Fig. 1: cells by drive strength
Bar = 20 um.
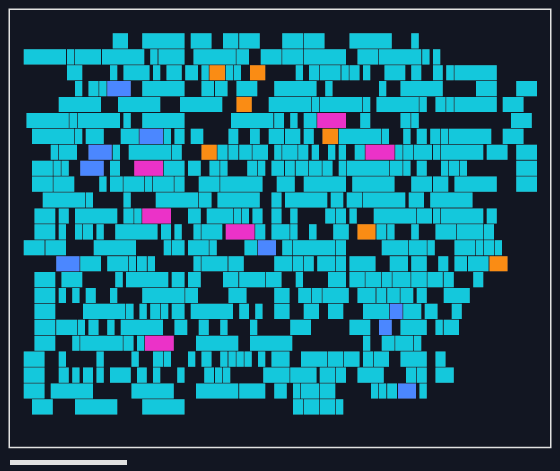
Fig. 2: port wiring
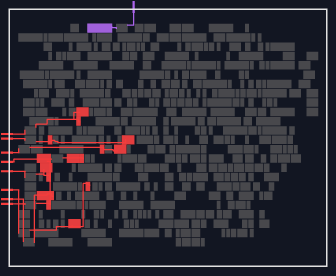
Fig. 3: clock nets
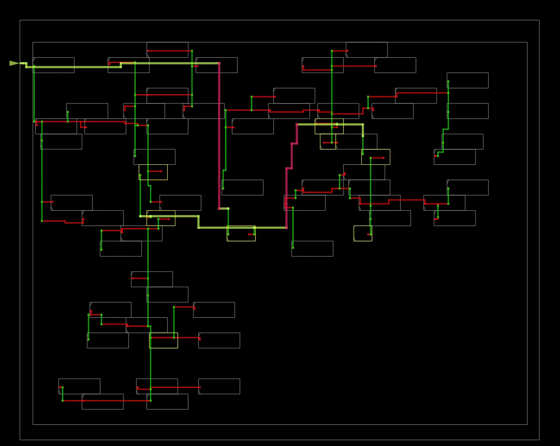
Fig. 4: a small window of the routed layout
Region (31, 22) to (61, 52) um. Cells in gray, sequential cells in the stronger gray; small squares are vias.
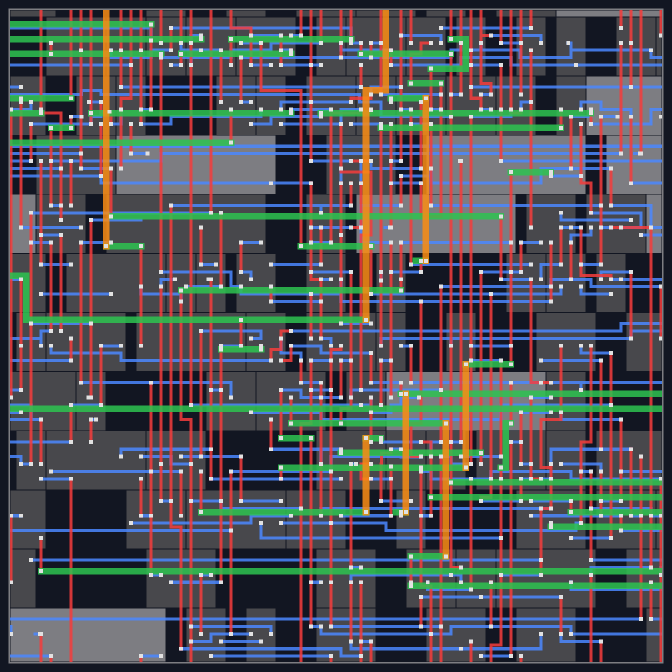
Fig. 5: signal wires by layer
Bar = 20 um.
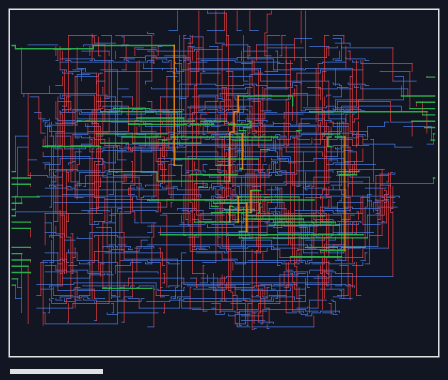
$ cat config.mk
export PLATFORM = sky130hd
export DESIGN_NAME = mul_div_unit
export DESIGN_NICKNAME = d
export VERILOG_FILES = /design/src/rtl/mul_div_unit.sv
export SDC_FILE = /design/constraint.sdc
export NUM_CORES = 1
export LEC_CHECK = 0
export CORE_ASPECT_RATIO = 0.8
export CORE_MARGIN = 2
export CORE_UTILIZATION = 50
export CTS_BUF_LIST = sky130_fd_sc_hd__clkbuf_4 sky130_fd_sc_hd__clkbuf_8
export DETAILED_ROUTE_END_ITERATION = 8
export PLACE_DENSITY = 0.77
export SYNTH_ARGS = -nofsm -noshare
export SYNTH_HDL_FRONTEND = slang
export SYNTH_SLANG_ARGS = --single-unit
$ cat constraint.sdc
create_clock -name CLK -period 3.6 [get_ports CLK]
set_input_delay 0.72 -clock CLK [delete_from_list [all_inputs] [get_ports CLK]]
set_output_delay 0.72 -clock CLK [all_outputs]
set_load 0.01 [all_outputs]
$ cat src/rtl/mul_div_unit.sv
// Iterative unsigned multiply/divide coprocessor: 8 shift-add or restoring-division
// iterations, followed by a single-cycle register-file write-back request.
module mul_div_unit #(
    parameter int WIDTH = 8
) (
    input  logic             CLK,
    input  logic             RESET,
    input  logic             start,
    input  logic [1:0]       op,
    input  logic [WIDTH-1:0] op_a,
    input  logic [WIDTH-1:0] op_b,
    input  logic [2:0]       dest,
    output logic             busy,
    output logic             wb_ld,
    output logic [2:0]       wb_dr,
    output logic [WIDTH-1:0] wb_data
);

    localparam int CW = $clog2(WIDTH);
    localparam logic [CW-1:0] CNT_LAST = CW'(WIDTH - 1);

    typedef enum logic [1:0] {
        IDLE = 2'd0,
        RUN  = 2'd1,
        WB   = 2'd2
    } state_t;

    state_t           state_r;
    state_t           state_nxt_s;
    logic [CW-1:0]    cnt_r;
    logic [WIDTH-1:0] acc_r;
    logic [WIDTH-1:0] low_r;
    logic [WIDTH-1:0] a_r;
    logic [WIDTH-1:0] b_r;
    logic [1:0]       op_r;
    logic [2:0]       dest_r;

    logic [WIDTH:0]   mul_sum_s;
    logic [WIDTH:0]   div_sh_s;
    logic [WIDTH-1:0] div_diff_s;
    logic             div_ge_s;
    logic [WIDTH-1:0] acc_nxt_s;
    logic [WIDTH-1:0] low_nxt_s;
    logic [WIDTH-1:0] res_s;
    logic             last_s;
    logic             busy_nxt_s;
    logic             wb_ld_nxt_s;

    assign last_s = (cnt_r == CNT_LAST);

    // One iteration: acc/low are {hi,lo} of the product for MUL and {R,Q} for DIV.
    // R never exceeds WIDTH bits, so the trial difference only needs WIDTH bits.
    always_comb begin
        mul_sum_s  = {1'b0, acc_r} + (low_r[0] ? {1'b0, a_r} : {(WIDTH+1){1'b0}});
        div_sh_s   = {acc_r, low_r[WIDTH-1]};
        div_ge_s   = (div_sh_s >= {1'b0, b_r});
        div_diff_s = div_sh_s[WIDTH-1:0] - b_r;
        acc_nxt_s  = acc_r;
        low_nxt_s  = low_r;
        if (op_r[1] == 1'b0) begin
            acc_nxt_s = mul_sum_s[WIDTH:1];
            low_nxt_s = {mul_sum_s[0], low_r[WIDTH-1:1]};
        end else if (div_ge_s) begin
            acc_nxt_s = div_diff_s;
            low_nxt_s = {low_r[WIDTH-2:0], 1'b1};
        end else begin
            acc_nxt_s = div_sh_s[WIDTH-1:0];
            low_nxt_s = {low_r[WIDTH-2:0], 1'b0};
        end
        res_s = op_r[0] ? acc_nxt_s : low_nxt_s;
    end

    // State register.
    always_ff @(posedge CLK) begin
        if (RESET) begin
            state_r <= IDLE;
        end else begin
            state_r <= state_nxt_s;
        end
    end

    // Next-state logic; start is only honoured in IDLE.
    always_comb begin
        state_nxt_s = state_r;
        case (state_r)
            IDLE: begin
                if (start) begin
                    state_nxt_s = RUN;
                end else begin
                    state_nxt_s = IDLE;
                end
            end
            RUN: begin
                if (last_s) begin
                    state_nxt_s = WB;
                end else begin
                    state_nxt_s = RUN;
                end
            end
            WB:      state_nxt_s = IDLE;
            default: state_nxt_s = IDLE;
        endcase
    end

    // Output decode from the upcoming state so busy/wb_ld can be registered.
    always_comb begin
        busy_nxt_s  = 1'b0;
        wb_ld_nxt_s = 1'b0;
        case (state_nxt_s)
            RUN: begin
                busy_nxt_s  = 1'b1;
                wb_ld_nxt_s = 1'b0;
            end
            WB: begin
                busy_nxt_s  = 1'b1;
                wb_ld_nxt_s = 1'b1;
            end
            default: begin
                busy_nxt_s  = 1'b0;
                wb_ld_nxt_s = 1'b0;
            end
        endcase
    end

    // Registered control outputs.
    always_ff @(posedge CLK) begin
        if (RESET) begin
            busy  <= 1'b0;
            wb_ld <= 1'b0;
        end else begin
            busy  <= busy_nxt_s;
            wb_ld <= wb_ld_nxt_s;
        end
    end

    // Operand capture, iteration datapath and write-back data/index registers.
    always_ff @(posedge CLK) begin
        if (RESET) begin
            cnt_r   <= {CW{1'b0}};
            acc_r   <= {WIDTH{1'b0}};
            low_r   <= {WIDTH{1'b0}};
            a_r     <= {WIDTH{1'b0}};
            b_r     <= {WIDTH{1'b0}};
            op_r    <= 2'b00;
            dest_r  <= 3'd0;
            wb_dr   <= 3'd0;
            wb_data <= {WIDTH{1'b0}};
        end else begin
            case (state_r)
                IDLE: begin
                    if (start) begin
                        a_r    <= op_a;
                        b_r    <= op_b;
                        op_r   <= op;
                        dest_r <= dest;
                        cnt_r  <= {CW{1'b0}};
                        acc_r  <= {WIDTH{1'b0}};
                        low_r  <= op[1] ? op_a : op_b;
                    end
                end
                RUN: begin
                    cnt_r <= cnt_r + CW'(1);
                    acc_r <= acc_nxt_s;
                    low_r <= low_nxt_s;
                    if (last_s) begin
                        wb_dr   <= dest_r;
                        wb_data <= res_s;
                    end
                end
                default: begin
                    cnt_r <= cnt_r;
                end
            endcase
        end
    end

endmodule

==> impl_metrics.toml <==
# physical design summary
[worst_setup_path]
critPathArrivalTime_ns = 3.03
cp-start-kind = "flip-flop"
path_max_fanout = 10
rr_worst_depth = 7

[timing]
period_used_pct = 79.7
layout_min_cycle_time_ns = 2.87

[logic_synthesis]
yosysWarnings = 0
avgSynthCellArea_um2 = 7.96
ys_seq_share_pct = 35.3
synth_chip_area_mm2 = 0.00312

[run]
log.warning_count = 26
maxCapViolCount = 0

[clocking]
post_cts_resized = 0
ctsHtreeMaxLevel = 2
clock_path_buffers = 2
ctsHoldBuffers = 0

[floorplanning]
die_h_um = 74.6

[global_routing]
grt_pass1_wl_um = 12900
first_global_vias = 2599
grt.overflow.total = 0
grt_max_degree = 31

[hold_path]
holdPathStages = 2
min_path_type = "reg -> reg"

[routing]
drt_iter0_markers = 400
routed_wl_um = 8210

[outcome]
status = "finished clean"
About Fig. 1:
[_6 and larger] magenta | cells: 6 | most used: clkbuf_8
[_2 cells] blue | cells: 9 | most used: mux2_2
[_3 and _4 cells] orange | cells: 7 | most used: buf_4
[_0 and _1 cells] cyan | cells: 399 | most used: nand2_1
Worst Setup Slack, final: 0.729 ns
Signal buffers: 40
design area: 0.00363 mm2
Area Overhead vs Synth: 16.4%

About Fig. 2:
[op_a] red | direction: input | end cells: 16 | buffers: 8 | wire: 224 um
[busy] purple | direction: output | end cells: 1 | buffers: 1 | wire: 8.20 um
Port Buffers: 36
I/O pins: 37

About Fig. 3:
total clock network power: 0.360 mW
clock skew: 0.0102 ns
clock buffers: 7
clk latency late pin: 0.31 ns

About Fig. 4:
[metal 2] red
[metal 1] blue
[metal 4] orange
[metal 3] green
most frequent: nand2_1 (10), o21ai_0 (10)
cells with their middle in the window: 88
netlist names of flops here include: acc_r (3)
sequential cells in the window: 5

About Fig. 5:
[metal 3] green | wire length: 669 um
[metal 4] orange | wire length: 97.7 um
[metal 1] blue | wire length: 3840 um
[metal 2] red | wire length: 3610 um

## cells by family (layout without fill, tap and decap cells)
kind of cell | after synthesis | count (layout) | synth area share, %
AOI/OAI and AO/OA | 116 | 116 | 23.8
DFF | 55 | 55 | 35.3
muxes | 17 | 17 | 5.66
buffers and inverters | 34 | 63 | 4.33
and+or+nand+nor | 143 | 143 | 20.3
adders and majority gates | 21 | 21 | 8.91
xor gates and xnor gates | 6 | 6 | 1.69
## report_power, final
group / internal (mW) / switching [mW]
logic: 0.103 / 0.140
clock network: 0.166 / 0.194
registers: 0.632 / 0.0219
total: 0.900 / 0.356
## metal layers
layer | vias to the layer above | wire, um | share of wire [%] | GRT usage (%)
li1 | 1453 | - | - | -
met1 | 1395 | 3840 | 47 | 35.4
met2 | 141 | 3610 | 44 | 36.3
met3 | 16 | 669 | 8.1 | 4.40
met4 | 0 | 97 | 1.2 | 5.80
met5 | - | 0 | 0 | 0
## worst max-delay path, delay by kind of cell (launching register included)
| family | cells | cell delay (ns) |
|---|---|---|
| AND-OR/OR-AND | 5 | 1.81 |
| flip-flops | 1 | 0.47 |
| adder cells (fa/ha/maj) | 1 | 0.29 |
| AND/OR/NAND/NOR | 1 | 0.15 |
## area by class of cell
class                      count  area, um2  share of cell area (%)
clock buffer                   7       90.1                    2.48
inverter                      15       56.3                    1.55
multi-input combinational    303       1880                    51.9
clock inverter                 1       8.76                   0.241
tap                           81        101                    2.79
timing repair buffer          40        390                    10.8
sequential                    55       1100                    30.3
## cells in the mapped netlist, types with 7 or more instances
library cell,n,area (um2)
a21oi_1,41,205
nand2_1,67,251
clkbuf_1,14,52.6
a211oi_1,10,75.1
nor2_1,31,116
mux2i_1,12,120
a21o_1,8,60.1
nand3_1,7,35.0
o21ai_0,19,95.1
ha_1,19,238
dfxtp_1,55,1100
and2_1,10,62.6
inv_1,14,52.6
nor3_1,9,45.0
## stage by stage
stage          hold WS (ns)  cells  area, um2  power, mW  utilization, %
6_report              0.455    502       3630       1.26            60.8
3_5_place_dp          0.443    494       3530      0.907            59.1
2_1_floorplan         0.432    392       3120      0.829               -
3_3_place_gp          0.438    494       3530      0.901            59.1
4_1_cts               0.457    502       3630       1.26            60.8
5_1_grt               0.479    502       3630       1.31            60.8
## cells in the final DEF (no fill, tap or decap), types with 7 or more instances in the layout
cell	synthesis	routed
a21o_1	8	8
inv_1	14	14
clkdlybuf4s50_1	0	36
o21ai_0	19	19
nand3_1	7	7
a21oi_1	41	41
mux2i_1	12	12
nand2_1	67	67
dfxtp_1	55	55
nor2_1	31	31
and2_1	10	10
ha_1	19	19
a211oi_1	10	10
nor3_1	9	9
## registers in the layout, indices dropped and copies added, names as in the netlist
signal and cells:
busy 1, low_r 8, wb_ld 1, wb_data 8
b_r 8, wb_dr 3, dest_r 3, a_r 8
op_r 2, cnt_r 3, state_r 2, acc_r 8
Power and IR drop assume default switching activity.
